Figure 1. Floorplan with the power grid.
Drawn at 2 px/um. Pins as bars on the die edge.
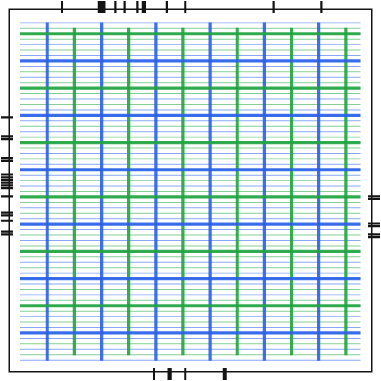
Figure 2. Zoomed window.
Window x 65 to 115, y 101 to 151 um. Cells in grey, sequential cells in the stronger grey; small squares are vias.
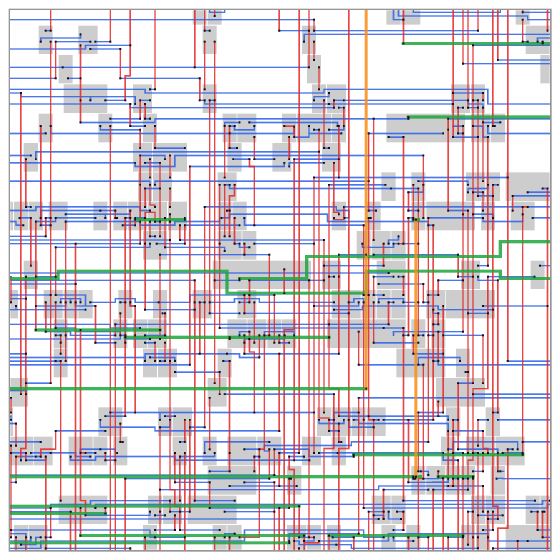
Figure 3. Wire density map.
Drawn at 2 px/um. 36 x 36 tiles, from dark purple (low) to yellow (high), scaled to the fullest tile. Values are wire area over tile area, all layers added.
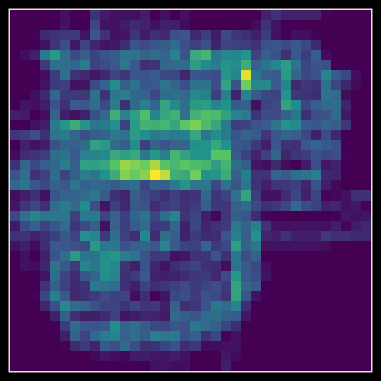
Figure 4. Sizing map.
Drawn at 1.5 px/um.
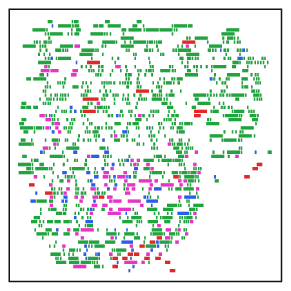
Figure 5. Placed standard cells.
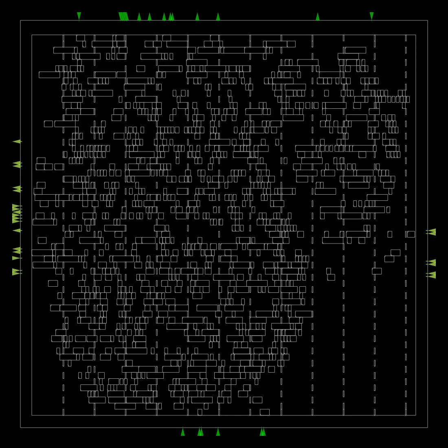
==> src/rtl/alu_pkg.sv <==
// Shared types and constants for the sequential ALU: opcodes, FSM states,
// and the quotient pattern returned on divide-by-zero.
package alu_pkg;

  typedef enum logic [3:0] {
    OP_ADD  = 4'h0,
    OP_SUB  = 4'h1,
    OP_MUL  = 4'h2,
    OP_DIV  = 4'h3,
    OP_MOD  = 4'h4,
    OP_AND  = 4'h5,
    OP_OR   = 4'h6,
    OP_XOR  = 4'h7,
    OP_LAND = 4'h8,
    OP_LOR  = 4'h9,
    OP_SHL  = 4'hA,
    OP_SHR  = 4'hB,
    OP_EQ   = 4'hC,
    OP_NE   = 4'hD,
    OP_LT   = 4'hE,
    OP_GT   = 4'hF
  } op_e;

  typedef enum logic [0:0] {
    IDLE = 1'b0,
    DIV  = 1'b1
  } state_e;

  // All-ones low half; the top level slices N bits (N up to 64)
  localparam logic [63:0] DIV0_QUOT = 64'hFFFF_FFFF_FFFF_FFFF;

  function automatic logic is_div_op(input op_e op);
    return (op == OP_DIV) || (op == OP_MOD);
  endfunction

endpackage

==> src/rtl/alu_seq_if.sv <==
// Operand issue and result handshake bundle for alu_seq.
// master = issue stage plus result consumer, slave = the ALU.
interface alu_seq_if #(parameter int N = 8);
  logic           in_valid;
  logic           in_ready;
  logic [N-1:0]   operand1;
  logic [N-1:0]   operand2;
  logic [3:0]     operation;
  logic           out_valid;
  logic           out_ready;
  logic [2*N-1:0] alu_out;
  logic           div_zero;

  modport master (
    output in_valid, operand1, operand2, operation, out_ready,
    input  in_ready, out_valid, alu_out, div_zero
  );

  modport slave (
    input  in_valid, operand1, operand2, operation, out_ready,
    output in_ready, out_valid, alu_out, div_zero
  );
endinterface

==> src/rtl/alu_divider.sv <==
// Restoring divider, one quotient bit per clock. done, quotient and remainder
// are presented combinationally during the final iteration.
module alu_divider #(
  parameter int N = 8
) (
  input  logic         clk,
  input  logic         rst,
  input  logic         start,
  input  logic [N-1:0] dividend,
  input  logic [N-1:0] divisor,
  output logic         done,
  output logic [N-1:0] quotient,
  output logic [N-1:0] remainder
);

  localparam int CW = $clog2(N + 1);

  logic          busy_r;
  logic [CW-1:0] cnt_r;
  logic [N-1:0]  rem_r;
  logic [N-1:0]  quo_r;
  logic [N-1:0]  dvs_r;

  logic [N:0]    shifted_s;
  logic [N-1:0]  rem_n_s;
  logic [N-1:0]  quo_n_s;

  // One restoring step; shifted_s carries the guard bit above the remainder
  always_comb begin
    shifted_s = {rem_r, quo_r[N-1]};
    if (shifted_s >= {1'b0, dvs_r}) begin
      rem_n_s = N'(shifted_s - {1'b0, dvs_r});
      quo_n_s = {quo_r[N-2:0], 1'b1};
    end else begin
      rem_n_s = shifted_s[N-1:0];
      quo_n_s = {quo_r[N-2:0], 1'b0};
    end
  end

  // Iteration state: load on start, then shift/subtract for N cycles
  always_ff @(posedge clk or posedge rst) begin
    if (rst) begin
      busy_r <= 1'b0;
      cnt_r  <= {CW{1'b0}};
      rem_r  <= {N{1'b0}};
      quo_r  <= {N{1'b0}};
      dvs_r  <= {N{1'b0}};
    end else if (start) begin
      busy_r <= 1'b1;
      cnt_r  <= {CW{1'b0}};
      rem_r  <= {N{1'b0}};
      quo_r  <= dividend;
      dvs_r  <= divisor;
    end else if (busy_r) begin
      rem_r  <= rem_n_s;
      quo_r  <= quo_n_s;
      cnt_r  <= cnt_r + CW'(1);
      busy_r <= (cnt_r != CW'(N - 1));
    end else begin
      busy_r <= busy_r;
    end
  end

  assign done      = busy_r && (cnt_r == CW'(N - 1));
  assign quotient  = quo_n_s;
  assign remainder = rem_n_s;

endmodule

==> src/rtl/alu_seq.sv <==
// Handshaked ALU: single-cycle ops complete at acceptance, divide/modulo run
// on alu_divider; results sit in a one-entry output register.
module alu_seq
  import alu_pkg::*;
#(
  parameter int N = 8
) (
  input logic       clk,
  input logic       rst,
  alu_seq_if.slave  bus
);

  localparam int W = 2 * N;

  state_e       state_r;
  state_e       state_n_s;
  logic         out_valid_r;
  logic [W-1:0] alu_out_r;
  logic         div_zero_r;
  logic         is_mod_r;

  op_e          op_s;
  logic         accept_s;
  logic         div_op_s;
  logic         b_zero_s;
  logic         start_s;
  logic         wr_s;
  logic         wr_dz_s;
  logic [W-1:0] wr_data_s;
  logic [W-1:0] single_s;
  logic [W-1:0] a_s;
  logic [W-1:0] b_s;
  logic         div_done_s;
  logic [N-1:0] quot_s;
  logic [N-1:0] rem_s;

  assign op_s         = op_e'(bus.operation);
  assign bus.in_ready = (state_r == IDLE) && (!out_valid_r || bus.out_ready);
  assign accept_s     = bus.in_valid && bus.in_ready;
  assign div_op_s     = is_div_op(op_s);
  assign b_zero_s     = (bus.operand2 == {N{1'b0}});

  // Single-cycle datapath; the divide/modulo arms cover only a zero divisor
  always_comb begin
    a_s = W'(bus.operand1);
    b_s = W'(bus.operand2);
    case (op_s)
      OP_ADD:  single_s = a_s + b_s;
      OP_SUB:  single_s = a_s - b_s;
      OP_MUL:  single_s = a_s * b_s;
      OP_DIV:  single_s = W'(DIV0_QUOT[N-1:0]);
      OP_MOD:  single_s = a_s;
      OP_AND:  single_s = a_s & b_s;
      OP_OR:   single_s = a_s | b_s;
      OP_XOR:  single_s = a_s ^ b_s;
      OP_LAND: single_s = W'((bus.operand1 != {N{1'b0}}) && !b_zero_s);
      OP_LOR:  single_s = W'((bus.operand1 != {N{1'b0}}) || !b_zero_s);
      OP_SHL:  single_s = W'({bus.operand1, 1'b0});
      OP_SHR:  single_s = W'(bus.operand1 >> 1'b1);
      OP_EQ:   single_s = W'(bus.operand1 == bus.operand2);
      OP_NE:   single_s = W'(bus.operand1 != bus.operand2);
      OP_LT:   single_s = W'(bus.operand1 < bus.operand2);
      OP_GT:   single_s = W'(bus.operand1 > bus.operand2);
      default: single_s = {W{1'b0}};
    endcase
  end

  // Next-state and result-write decode
  always_comb begin
    state_n_s = state_r;
    start_s   = 1'b0;
    wr_s      = 1'b0;
    wr_dz_s   = 1'b0;
    wr_data_s = single_s;
    case (state_r)
      IDLE: begin
        if (accept_s) begin
          if (div_op_s && !b_zero_s) begin
            state_n_s = DIV;
            start_s   = 1'b1;
          end else begin
            wr_s    = 1'b1;
            wr_dz_s = div_op_s;
          end
        end else begin
          state_n_s = IDLE;
        end
      end
      DIV: begin
        if (div_done_s) begin
          wr_s      = 1'b1;
          wr_data_s = is_mod_r ? W'(rem_s) : W'(quot_s);
          state_n_s = IDLE;
        end else begin
          state_n_s = DIV;
        end
      end
      default: state_n_s = IDLE;
    endcase
  end

  // FSM state and the divide/modulo selector captured at acceptance
  always_ff @(posedge clk or posedge rst) begin
    if (rst) begin
      state_r  <= IDLE;
      is_mod_r <= 1'b0;
    end else begin
      state_r  <= state_n_s;
      is_mod_r <= start_s ? (op_s == OP_MOD) : is_mod_r;
    end
  end

  // Output register: a new write wins over a same-cycle consume
  always_ff @(posedge clk or posedge rst) begin
    if (rst) begin
      out_valid_r <= 1'b0;
      alu_out_r   <= {W{1'b0}};
      div_zero_r  <= 1'b0;
    end else if (wr_s) begin
      out_valid_r <= 1'b1;
      alu_out_r   <= wr_data_s;
      div_zero_r  <= wr_dz_s;
    end else if (out_valid_r && bus.out_ready) begin
      out_valid_r <= 1'b0;
    end else begin
      out_valid_r <= out_valid_r;
    end
  end

  assign bus.out_valid = out_valid_r;
  assign bus.alu_out   = alu_out_r;
  assign bus.div_zero  = div_zero_r;

  alu_divider #(.N(N)) u_div (
    .clk       (clk),
    .rst       (rst),
    .start     (start_s),
    .dividend  (bus.operand1),
    .divisor   (bus.operand2),
    .done      (div_done_s),
    .quotient  (quot_s),
    .remainder (rem_s)
  );

endmodule

==> src/flat_wrapper.sv <==
// flat-port wrapper written by rule: the top's interface ports become plain ports
module alu_seq_flat import alu_pkg::*;
#(
  parameter int N = 8
)
  (clk, rst, bus_in_valid, bus_operand1, bus_operand2, bus_operation, bus_out_ready, bus_in_ready, bus_out_valid, bus_alu_out, bus_div_zero);
  alu_seq_if #(.N(N)) bus_i ();
  input logic clk;
  input logic rst;
  input wire logic [$bits(bus_i.in_valid)-1:0] bus_in_valid;
  input wire logic [$bits(bus_i.operand1)-1:0] bus_operand1;
  input wire logic [$bits(bus_i.operand2)-1:0] bus_operand2;
  input wire logic [$bits(bus_i.operation)-1:0] bus_operation;
  input wire logic [$bits(bus_i.out_ready)-1:0] bus_out_ready;
  output wire logic [$bits(bus_i.in_ready)-1:0] bus_in_ready;
  output wire logic [$bits(bus_i.out_valid)-1:0] bus_out_valid;
  output wire logic [$bits(bus_i.alu_out)-1:0] bus_alu_out;
  output wire logic [$bits(bus_i.div_zero)-1:0] bus_div_zero;
  assign bus_i.in_valid = bus_in_valid;
  assign bus_i.operand1 = bus_operand1;
  assign bus_i.operand2 = bus_operand2;
  assign bus_i.operation = bus_operation;
  assign bus_i.out_ready = bus_out_ready;
  assign bus_in_ready = bus_i.in_ready;
  assign bus_out_valid = bus_i.out_valid;
  assign bus_alu_out = bus_i.alu_out;
  assign bus_div_zero = bus_i.div_zero;
  alu_seq #(.N(N)) u_core (.clk(clk), .rst(rst), .bus(bus_i));
endmodule
==> config.mk <==
export PLATFORM = sky130hd
export DESIGN_NAME = alu_seq_flat
export DESIGN_NICKNAME = d
export VERILOG_FILES = /design/src/rtl/alu_pkg.sv /design/src/rtl/alu_seq_if.sv /design/src/rtl/alu_divider.sv /design/src/rtl/alu_seq.sv /design/src/flat_wrapper.sv
export SDC_FILE = /design/constraint.sdc
export NUM_CORES = 1
export LEC_CHECK = 0
export ABC_AREA = 1
export CAP_MARGIN = 20
export CORE_MARGIN = 5
export CORE_UTILIZATION = 23
export DETAILED_ROUTE_END_ITERATION = 12
export PLACE_DENSITY_LB_ADDON = 0.08
export SYNTH_ARGS = -nofsm -noshare
export SYNTH_HDL_FRONTEND = slang
export SYNTH_SLANG_ARGS = --single-unit
export TNS_END_PERCENT = 20
==> constraint.sdc <==
create_clock -name clk -period 4 [get_ports clk]
set_input_delay 0.6 -clock clk [delete_from_list [all_inputs] [get_ports clk]]
set_output_delay 0.6 -clock clk [all_outputs]
set_load 0.05 [all_outputs]
==> ci_impl_report.md <==
## Implementation flow summary

| Metric | Value |
|---|---|
| Final Setup Violations | `0` |
| Pwr dens | `561 nW/um^2` |
| Sw Ratio | `51.1%` |
| Chip area | `32,600 um^2` |
| Static Leakage | `4.67 nW` |
| Post-Synth XOR/XNOR Area | `1.31%` |
| IO buf count | `42` |
| CTS clock-pin slew for the worst setup and hold paths | `80 ps` |
| Gpl congestion | `0.855` |
| Max Fanout on Critical Path | `4` |
| Via count | `6,541` |
| Die W | `181 um` |
| Logic cell area | `4840 um^2` |
| Synth cell types | `37` |
| Critical-path top delay cell | `fa_1` |
| Syn Area/Cell | `6.50 um^2` |
| Share of cells above drive strength 1 | `17.5%` |
| First-pass GRT wire length | `39,400 um` |
| Simple Share, Synth | `33.0%` |
| GRT Util Overall | `15.3%` |
| Drt via density | `4.33` |
| Worst-Margin Slew | `856 ps` |
| Post-synth ARST share | `100%` |
| Yosys reg bits | `49` |
| Worst skew pair latency | `310 ps` |
| MaxCap Viol Count | `0` |
| Router iterations before antenna repair | `5` |
| Critical path cell sequence | `buf_6 -> buf_6 -> buf_6 -> nand2_2 -> inv_2 -> fa_1 -> fa_1 -> fa_1 -> inv_2 -> fa_1 -> inv_2 -> ha_4 -> a21o_1 -> a21oi_2 -> nand4_1 -> nand3_1 -> nand2_1 -> nand2_1 -> nand2_1` |
| Max Slew Vio Count | `0` |
| Worst Skew | `7.13 ps` |
| CTS Hold Bufs | `0` |
| Ao+oa area frac | `8.62%` |
| Dpl cells | `1,497` |
| CP Class | `in -> reg` |
| Top_reg_cell synth | `dfrtp_1` |
| Pint | `0.00235 W` |
| Drt initial violations | `351` |
| CTS tree | `built` |
| Mux share | `0%` |
| Residual DRC count | `0` |
| DRT antenna net count | `0` |
| Io pins | `43` |
| Min cycle time layout | `3900 ps` |
| Number of enable flip-flop cells | `0` |
| Max Fclk | `256 MHz` |
| HP Class | `reg -> reg` |
| Starting density of the core | `23.3%` |
| Total congestion overflow | `0` |
| Overall power | `0.00480 W` |
| RSZ-0062 raised after global routing | `true` |
| Setup Slack @ Placement | `-839 ps` |
| Ys Warns | `0` |
| Sw power | `0.00245 W` |
| Initial antenna violation count | `0` |
| Reg power frac | `17.5%` |
| Sequential area share after synthesis | `18.3%` |
| Final hold vios | `0` |
| FILL cells | `3,247` |
| Cell Area, Synth | `6690 um^2` |
| Post-detail-place hpwl | `20,600 um` |
| Yosys stat area | `6690 um^2` |
| H-tree depth | `2` |
| Most frequent logic cell in the layout | `nand2_1` |
| Post-synth net total | `1,161` |
| Sequential cell area | `1230 um^2` |
| Max stage delay on crit path | `510 ps` |
| Nets | `1,259` |
| Crit path DRT | `4210 ps` |
| Status | `completed` |
| Critical path endpoint category | `register` |
| Vias in the first global route | `6,762` |
| Top cells excl fill/tap | `nand2_1, inv_1, nand3_1, buf_4, nor2_1` |
| Area of placed instances | `8080 um^2` |
| Setup crit start kind | `primary input` |
| Yosys cell count | `1,029` |
| Top logic family | `simple AND/OR/NAND/NOR gates` |
| Num CTS Buffers | `5` |
| Clock share of power | `11.0%` |
| Root Buffer | `clkbuf_16` |
| Number of diodes | `0` |
| CTS Buffer Depth | `2` |
| CP dominant cell by count | `fa_1` |
| Mapped Cells | `1,029` |
| Synth Area in Adders | `24.6%` |
| WHS | `479 ps` |
| TNS Setup | `0 ps` |
| Combinational Power Share | `71.5%` |
| Slew margin rel. | `42.8%` |
| Pin count of the biggest net entering global routing | `37` |
| Crit path DAT | `4110 ps` |
| Clk sinks | `49` |
| Post-layout period usage | `97.5%` |
| Number of warnings in the stage logs | `44` |
Notes on Figure 1 above:
- green: VDD
- blue: VSS
- met5 straps: 12
- met1 rails: 63
- rows: 62
core box area: 28,700 um^2
Max IR drop VDD: 0.229 mV
Die Y: 181 um

Notes on Figure 2 above:
- orange: met4
- blue: met1
- green: met3
- red: met2
- sequential cells in the window: 0
- cells with their middle in the window: 159
- most frequent: nand2_1 (52), nand3_1 (24), inv_1 (23)

Notes on Figure 3 above:
- mean over tiles: 0.11
- emptiest ninth of the die: south-east
- fullest tile: 0.58
- nearly empty tiles: 26%
- densest ninth of the die: centre
- tiles over half the peak: 7.4%
Final Routed Wirelength: 24,400 um
Wirelength per Cell: 16.2 um

Notes on Figure 4 above:
- magenta: drive 3 to 4 (cells 97; share 8.6%)
- green: drive 1 or less (cells 931; share 83%)
- red: drive 6 and up (cells 26; share 2.3%)
- blue: drive 2 (cells 74; share 6.6%)
bufs w/o clock: 120
Layout area overhead: 27.8%
Design Area, Final: 8550 um^2
final worst slack: 98.2 ps

Notes on Figure 5 above:
final core occ: 29.8%
Core Rows: 62
flop share of the area: 14.3%
Non-Filler Instances: 1,512

[synthesized netlist by cell type, drive strengths merged, types with 7 or more instances]
| cell type | instances | area [um^2] |
|---|---|---|
| a21oi | 38 | 201 |
| buf | 17 | 100 |
| clkbuf | 12 | 46.3 |
| dfrtp | 49 | 1230 |
| fa | 39 | 781 |
| ha | 69 | 863 |
| inv | 212 | 796 |
| nand2 | 323 | 1240 |
| nand3 | 89 | 458 |
| nand4 | 11 | 68.8 |
| nor2 | 83 | 364 |
| nor3 | 9 | 45.0 |
| o21ai | 41 | 205 |
| o221ai | 8 | 70.1 |
| xor2 | 7 | 61.3 |
[critical path, delay by kind of cell]
kind,cells,cell delay (ps)
AND-OR/OR-AND,2,380
adder cells (fa/ha/maj),5,2210
AND/OR/NAND/NOR,6,460
buffers and inverters,6,430
[registers in the layout (all words and copies together) (netlist names)]
register,flops
u_core.bus.alu_out,16
u_core.bus.div_zero,1
u_core.bus.out_valid,1
u_core.is_mod_r,1
u_core.state_r,1
u_core.u_div.busy_r,1
u_core.u_div.cnt_r,4
u_core.u_div.dvs_r,8
u_core.u_div.quo_r,8
u_core.u_div.rem_r,8
[metal layers]
layer / part of all wire (%) / wire [um] / vias up / track usage [%]
li1: - / - / 3367 / -
met1: 51 / 12600 / 3055 / 22.5
met2: 44 / 10700 / 103 / 24.3
met3: 3.7 / 900 / 16 / 2.38
met4: 0.90 / 221 / 0 / 2.15
met5: 0 / 0 / - / 0
[power groups by stage]
| stage | sequential [W] | clock (W) | combinational [W] |
|---|---|---|---|
| after floorplan | 0.00102 | 0 | 0.00205 |
| after global routing | 0.000872 | 0.000563 | 0.00387 |
| after detailed placement | 0.000852 | 0 | 0.00320 |
| after CTS | 0.000843 | 0.000543 | 0.00337 |
| final | 0.000840 | 0.000529 | 0.00343 |
| after global placement | 0.000855 | 0 | 0.00324 |
[cells by family (layout without fill, tap and decap cells)]
family / Yosys count / in the layout
AOI/OAI and AO/OA: 100 / 100
xor gates and xnor gates: 10 / 10
adders and majority gates: 108 / 108
buffers and inverters: 242 / 341
DFF: 49 / 49
and+or+nand+nor: 520 / 520
[layout make-up]
class	instances	share of cell area [%]
clock buffers	7	1.67
clock inverters	1	0.351
inverters	213	9.35
multi-input cells	738	56.6
flip-flops and latches	49	14.3
well taps	384	5.62
repair buffers	120	12.1
[worst paths after layout]
kind                       slack, ps                   start                      to  cells after the start
setup / recovery                 100         bus_operand2[3]  u_core.bus.alu_out[12]                     19
hold / removal                   480  u_core.bus.alu_out[10]  u_core.bus.alu_out[10]                      2
setup reg to reg                1600   u_core.u_div.cnt_r[0]   u_core.bus.alu_out[2]                      9
hold reg to reg                  480  u_core.bus.alu_out[10]  u_core.bus.alu_out[10]                      2
max in group asynchronous       2470                     rst   u_core.u_div.quo_r[0]                      3
min in group asynchronous        790                     rst    u_core.bus.out_valid                      2
[repair_timing]
| item | CTS | global route |
|---|---|---|
| gates resized | 101 | 50 |
| pin swaps | 35 | 38 |
| gates cloned | 0 | 0 |
| setup endpoints to repair | 12 | 12 |
| buffers inserted | 7 | 2 |
Power and IR drop assume default switching activity.
